==> src/rtl/period_meter_pkg.sv <==
// period_meter_pkg: FSM state encoding and counter constants shared by the
// period meter block.
package period_meter_pkg;

    // Measurement FSM states.
    typedef enum logic [1:0] {
        ST_IDLE    = 2'd0,
        ST_ARMED   = 2'd1,
        ST_MEASURE = 2'd2
    } state_e;

    // Largest value a width-bit counter can hold (2^width - 1), for width up to 63.
    function automatic longint unsigned sat_value(input int unsigned width);
        return (64'd1 << width) - 64'd1;
    endfunction

endpackage

==> src/rtl/period_meter_if.sv <==
// period_meter_if: valid/ready result channel of the period meter.
// The master drives the measured period, the slave accepts it.
interface period_meter_if #(
    parameter int WIDTH = 16
);
    logic [WIDTH-1:0] period;
    logic             period_valid;
    logic             period_ready;

    modport master (
        output period,
        output period_valid,
        input  period_ready
    );

    modport slave (
        input  period,
        input  period_valid,
        output period_ready
    );
endinterface

==> src/rtl/period_meter_edge_sync.sv <==
// edge_sync: synchronises the asynchronous measured signal, optionally
// debounces it, and emits a one-cycle strobe on each rising edge.
// The glitch filter is compiled in only when PERIOD_METER_FILTER_EN is defined.
module edge_sync #(
    parameter int SYNC_STAGES = 2
`ifdef PERIOD_METER_FILTER_EN
    ,
    parameter int FILTER_LEN  = 3
`endif
) (
    input  logic clk_in,
    input  logic rstn,
    input  logic sig_in,
    output logic rise
);
    logic [SYNC_STAGES-1:0] sync_q;
    logic                   sync;
    logic                   lvl;
    logic                   lvl_prev_q;

    // Multi-flop synchroniser; the chain needs at least two stages.
    // NOTE: sequential state uses non-blocking assignments so every flop samples
    // the value from before the edge, independent of statement order.
    always_ff @(posedge clk_in or negedge rstn) begin
        if (!rstn) begin
            sync_q <= '0;
        end else begin
            sync_q <= {sync_q[SYNC_STAGES-2:0], sig_in};
        end
    end

    assign sync = sync_q[SYNC_STAGES-1];

`ifdef PERIOD_METER_FILTER_EN
    localparam int CW = $clog2(FILTER_LEN + 1);

    logic [CW-1:0] stab_q;
    logic          lvl_q;

    // Level follows sync only after it has held a new value FILTER_LEN cycles.
    always_ff @(posedge clk_in or negedge rstn) begin
        if (!rstn) begin
            lvl_q  <= 1'b0;
            stab_q <= '0;
        end else if (sync == lvl_q) begin
            stab_q <= '0;
        end else if (stab_q == CW'(FILTER_LEN - 1)) begin
            lvl_q  <= sync;
            stab_q <= '0;
        end else begin
            stab_q <= stab_q + 1'b1;
        end
    end

    assign lvl = lvl_q;
`else
    assign lvl = sync;
`endif

    // Previous level, for rising-edge detection.
    always_ff @(posedge clk_in or negedge rstn) begin
        if (!rstn) begin
            lvl_prev_q <= 1'b0;
        end else begin
            lvl_prev_q <= lvl;
        end
    end

    assign rise = lvl & ~lvl_prev_q;

endmodule

==> src/rtl/period_meter.sv <==
// period_meter: counts clk_in cycles between consecutive rising edges of the
// asynchronous input sig_in and offers each result on a valid/ready channel.
// Define PERIOD_METER_FILTER_EN to compile in the front-end glitch filter.
module period_meter
    import period_meter_pkg::*;
#(
    parameter int WIDTH       = 16,
    parameter int SYNC_STAGES = 2,
    parameter int FILTER_LEN  = 3
) (
    input  logic           clk_in,
    input  logic           rstn,
    input  logic           enable,
    input  logic           sig_in,
    period_meter_if.master out_if,
    output logic           timeout,
    output logic           overrun,
    output logic           busy
);
    localparam logic [WIDTH-1:0] CNT_SAT = WIDTH'(sat_value(WIDTH));
    localparam logic [WIDTH-1:0] CNT_ONE = WIDTH'(1);

    state_e           state_q, state_d;
    logic [WIDTH-1:0] cnt_q, cnt_d;
    logic [WIDTH-1:0] period_q, period_d;
    logic             valid_q, valid_d;
    logic             rise;
    logic             capture;

    edge_sync #(
        .SYNC_STAGES(SYNC_STAGES)
`ifdef PERIOD_METER_FILTER_EN
        ,
        .FILTER_LEN (FILTER_LEN)
`endif
    ) u_edge_sync (
        .clk_in(clk_in),
        .rstn  (rstn),
        .sig_in(sig_in),
        .rise  (rise)
    );

    // Next-state for the FSM, period counter and result register.
    // NOTE: every signal written here gets a default first, so no path through
    // the block leaves a value unassigned and no latch is inferred.
    always_comb begin
        state_d  = state_q;
        cnt_d    = cnt_q;
        period_d = period_q;
        valid_d  = valid_q;
        capture  = 1'b0;
        timeout  = 1'b0;
        overrun  = 1'b0;

        // A completed handshake retires the held result.
        if (valid_q && out_if.period_ready) begin
            valid_d = 1'b0;
        end

        if (!enable) begin
            // Disabling abandons the measurement and any pending result.
            state_d = ST_IDLE;
            cnt_d   = '0;
            valid_d = 1'b0;
        end else begin
            case (state_q)
                ST_IDLE: begin
                    cnt_d   = '0;
                    state_d = ST_ARMED;
                end
                ST_ARMED: begin
                    if (rise) begin
                        cnt_d   = CNT_ONE;
                        state_d = ST_MEASURE;
                    end
                end
                ST_MEASURE: begin
                    if (rise) begin
                        capture = 1'b1;
                        cnt_d   = CNT_ONE;
                    end else if (cnt_q == CNT_SAT) begin
                        // Input stalled: give up and wait for a fresh first edge.
                        timeout = 1'b1;
                        cnt_d   = '0;
                        state_d = ST_ARMED;
                    end else begin
                        cnt_d = cnt_q + CNT_ONE;
                    end
                end
                default: begin
                    state_d = ST_IDLE;
                    cnt_d   = '0;
                end
            endcase
        end

        // New result: load it unless the consumer is still holding the old one.
        if (capture) begin
            if (valid_q && !out_if.period_ready) begin
                overrun = 1'b1;
            end else begin
                period_d = cnt_q;
                valid_d  = 1'b1;
            end
        end
    end

    // State, counter and result registers.
    always_ff @(posedge clk_in or negedge rstn) begin
        if (!rstn) begin
            state_q  <= ST_IDLE;
            cnt_q    <= '0;
            period_q <= '0;
            valid_q  <= 1'b0;
        end else begin
            state_q  <= state_d;
            cnt_q    <= cnt_d;
            period_q <= period_d;
            valid_q  <= valid_d;
        end
    end

    assign out_if.period       = period_q;
    assign out_if.period_valid = valid_q;
    assign busy                = (state_q != ST_IDLE);

endmodule

==> src/flat_wrapper.sv <==
// flat-port wrapper written by rule: the top's interface ports become plain ports
module period_meter_flat import period_meter_pkg::*;
#(
    parameter int WIDTH       = 16,
    parameter int SYNC_STAGES = 2,
    parameter int FILTER_LEN  = 3
)
  (clk_in, rstn, enable, sig_in, timeout, overrun, busy, out_if_period, out_if_period_valid, out_if_period_ready);
  period_meter_if #(.WIDTH(WIDTH)) out_if_i ();
  input  logic clk_in;
  input  logic rstn;
  input  logic enable;
  input  logic sig_in;
  output logic timeout;
  output logic overrun;
  output logic busy;
  output wire logic [$bits(out_if_i.period)-1:0] out_if_period;
  output wire logic [$bits(out_if_i.period_valid)-1:0] out_if_period_valid;
  input wire logic [$bits(out_if_i.period_ready)-1:0] out_if_period_ready;
  assign out_if_period = out_if_i.period;
  assign out_if_period_valid = out_if_i.period_valid;
  assign out_if_i.period_ready = out_if_period_ready;
  period_meter #(.WIDTH(WIDTH), .SYNC_STAGES(SYNC_STAGES), .FILTER_LEN(FILTER_LEN)) u_core (.clk_in(clk_in), .rstn(rstn), .enable(enable), .sig_in(sig_in), .out_if(out_if_i), .timeout(timeout), .overrun(overrun), .busy(busy));
endmodule
==> config.mk <==
export PLATFORM = sky130hd
export DESIGN_NAME = period_meter_flat
export DESIGN_NICKNAME = d
export VERILOG_FILES = /design/src/rtl/period_meter_pkg.sv /design/src/rtl/period_meter_if.sv /design/src/rtl/period_meter_edge_sync.sv /design/src/rtl/period_meter.sv /design/src/flat_wrapper.sv
export SDC_FILE = /design/constraint.sdc
export NUM_CORES = 1
export LEC_CHECK = 0
export ABC_AREA = 0
export CAP_MARGIN = 15
export CORE_MARGIN = 3
export CORE_UTILIZATION = 60
export CTS_BUF_LIST = sky130_fd_sc_hd__clkbuf_8
export CTS_CLUSTER_SIZE = 10
export DETAILED_ROUTE_END_ITERATION = 6
export PLACE_DENSITY = 0.86
export SLEW_MARGIN = 40
export SYNTH_ARGS = -nofsm -noshare
export SYNTH_HDL_FRONTEND = slang
export SYNTH_SLANG_ARGS = --single-unit
export TNS_END_PERCENT = 10
==> constraint.sdc <==
create_clock -name clk_in -period 5.3 [get_ports clk_in]
set_clock_uncertainty 0.1 [all_clocks]
set_input_delay 1.325 -clock clk_in [delete_from_list [all_inputs] [get_ports clk_in]]
set_output_delay 1.325 -clock clk_in [all_outputs]
set_load 0.02 [all_outputs]
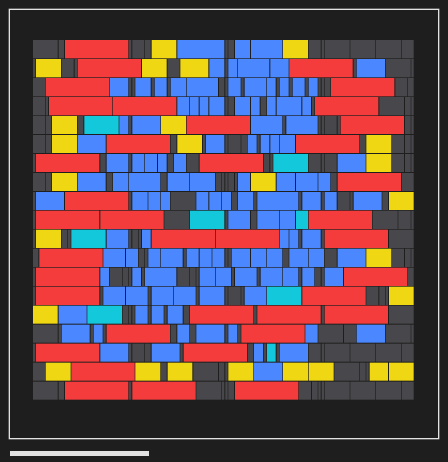
placement_by_type.png
Scale bar: 20 um. Fill, decap, tap and diode cells in gray.
- red: flops (cells 38)
- yellow: other buffers and delay cells (cells 26)
- blue: combinational and other logic (cells 118)
- cyan: clock drivers and dummy loads (cells 8)
final core occ: 77.71%
register share of the cell area: 43.26%
Std-Cell Core Area: 2829 sq um
final non-filler cell area: 2198 sq um
number of placement rows: 19

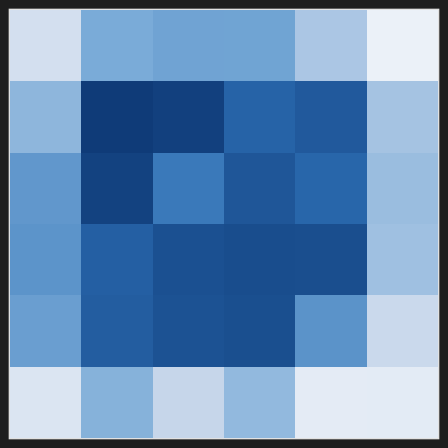
cell_density.png
The die is cut into 6 by 6 equal tiles; white is low, dark blue is high, 0 to 100% covered.
- densest ninth of the die: center
- fullest tile: 96%
- tiles over 75% full: 39%
- mean over tiles: 57%
- emptiest ninth of the die: south-east
Core Util at FP: 65.06%

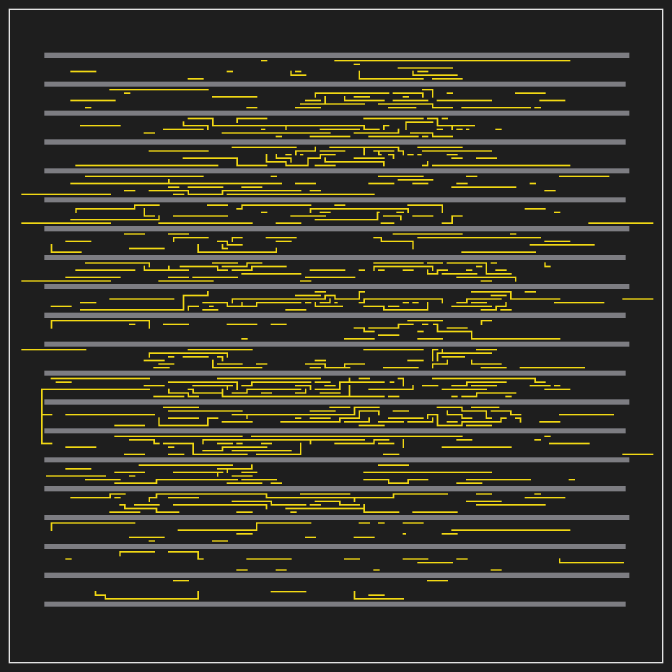
layer_met1.png
Supply wires on this layer in gray.
- longest straight run: 22.1 um
- main direction: horizontal
- share of all routed wire: 45%
via count: 1336
met1 track utilization from global routing: 27.45%
wire length reported by the detailed router: 3.509 mm

==> results.sh <==
# implementation run metrics
export IMPL_tritoncts="yes"
export IMPL_critical_path_n_buffers_inverters=2
export IMPL_postSynthCellCount=161
export IMPL_worst_skew_pair_late_latency_ns=0.28
export IMPL_internal_power_mw=0.4558
export IMPL_gr_usage_met2_pct=36.40
export IMPL_timing_hold_worst_endpoint="u_core.u_edge_sync.sync_q[1]"
export IMPL_hold_path_depth=0
export IMPL_drtAntennaViolNets=0
export IMPL_synthDominantAreaCellType="dfrtp_1"
export IMPL_grt_max_degree=39
export IMPL_power_ir_vdd_worst_mv=0.2585
export IMPL_synth_top_cell_by_count="dfrtp_1"
export IMPL_die_y_um=61.39
export IMPL_cts_inserted_buffers=5
export IMPL_fin_crit_ns=4.365
export IMPL_antenna_found_initial=0
export IMPL_synth_top_flop_cell="dfrtp_1"
export IMPL_grt_overflow=0
export IMPL_post_cts_resized_instances=0
export IMPL_nonClockInverterCount=6
export IMPL_clock_buffer_count=6
export IMPL_grt_pass1_wl_mm=6.023
export IMPL_comb_area_share_pct=38.02
export IMPL_timing_slew_headroom_pct=60.22
export IMPL_fillCellCount=181
export IMPL_layout_setup_ws_ns=0.9346
export IMPL_post_cts_buffers=0
export IMPL_nets=199
export IMPL_endpoint_kind="output pin"
export IMPL_final_cells=221
export IMPL_synth_top_cells_by_count="38 x dfrtp_1, 10 x mux2_1, 10 x nor2_1"
export IMPL_post_synth_edffs=0
export IMPL_cts_htree_levels=2
export IMPL_n_antenna_cell=0
export IMPL_r2r_worst_path_cells=6
export IMPL_worst_r2r_endpoint="u_core.out_if.period[0]"
export IMPL_power_sequential_mw=0.309
export IMPL_worst_slew_pin_slew_ns=0.5967
export IMPL_yosys_warnings=0
export IMPL_die_w_um=61.39
export IMPL_comb_area_sq_um=835.8
export IMPL_worst_setup_path_start_kind="primary input"
export IMPL_critPathKind="in -> out"
export IMPL_synth_seq_cells=38
export IMPL_pre_cts_ws_ns=0.9105
export IMPL_netlist_top_cells_area="dfrtp_1 52%, mux2_1 6.1%, mux2_2 3.7%, ha_1 3.4%, xor2_1 3.3%"
export IMPL_pg_clk_mw=0.196
export IMPL_place_inst=212
export IMPL_drt_iter0_drc=40
export IMPL_crit_slowest_cell="clkdlybuf4s50_1"
export IMPL_final_layout_size_suffix_gt1_share_pct=12.63
export IMPL_net_switching_power_mw=0.1917
export IMPL_ys_sh_xor_pct=3.331
export IMPL_cellLeakagePower_nw=0.9672
export IMPL_holdCritStartpoint="u_core.u_edge_sync.sync_q[0]"
export IMPL_worst_ep_arrival_time_ns=2.94
export IMPL_synth_top_area_share_pct=51.67
export IMPL_pwr_share_seq_pct=47.7
export IMPL_gpl_final_weighted_congestion=0.8441
export IMPL_wl_per_cell_um=15.88
export IMPL_layout_cells_most_common_list="38 x dfrtp_1, 24 x clkdlybuf4s50_1, 10 x nor2_1, 10 x mux2_1"
export IMPL_flow_area_growth_from_synthesis_pct=19.44
export IMPL_clkSlewWorstSetupHoldPaths_ns=0.07
export IMPL_family_with_the_most_delay_on_the_worst_path="buffers and inverters"
export IMPL_drt_pre_antenna_iters=4
export IMPL_met3_wl_post_dr_um=136
export IMPL_power_density_nw_per_um2=294.5
export IMPL_yosys_mux_area_fraction_pct=10.33
export IMPL_pwr_share_clk_pct=30.3
export IMPL_fin_worst_hold_slack_ns=0.2677
export IMPL_synth_simple_area_share_pct=17.34
export IMPL_run_status="complete, no violations"
export IMPL_layout_area_top_class="sequential cells"
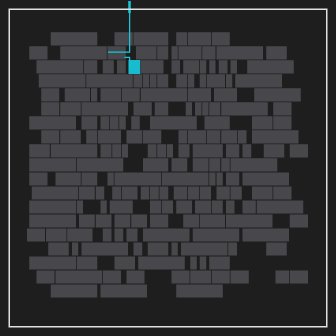
io_fan.png
- cyan: `out_if_period_ready` (bits 1; direction input; edge north; end cells 1; buffers 1; wire 15.0 um)
count of port buffers added during placement: 24
number of top-level pins: 25

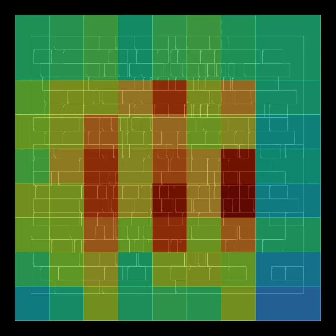
congestion.png
combined global-route utilization of all metal layers: 21.80%
routing usage on met3: 4.612%

-- how the worst max path moves through the flow --
| stage | from | end | slack, ns |
|---|---|---|---|
| floorplan | out_if_period_ready | overrun | 1.89 |
| global placement | enable | timeout | 1.00 |
| detailed placement | enable | timeout | 0.91 |
| CTS | enable | timeout | 0.91 |
| global route | enable | timeout | 0.85 |
| finish | enable | timeout | 0.93 |
-- cell families (layout without fill, tap and decap cells) --
| family | after synthesis | in the layout |
|---|---|---|
| AND-OR/OR-AND | 30 | 30 |
| AND/OR/NAND/NOR | 53 | 53 |
| adder cells (fa/ha/maj) | 5 | 5 |
| buffers and inverters | 11 | 40 |
| flip-flops | 38 | 38 |
| XOR/XNOR | 7 | 7 |
| multiplexers | 17 | 17 |
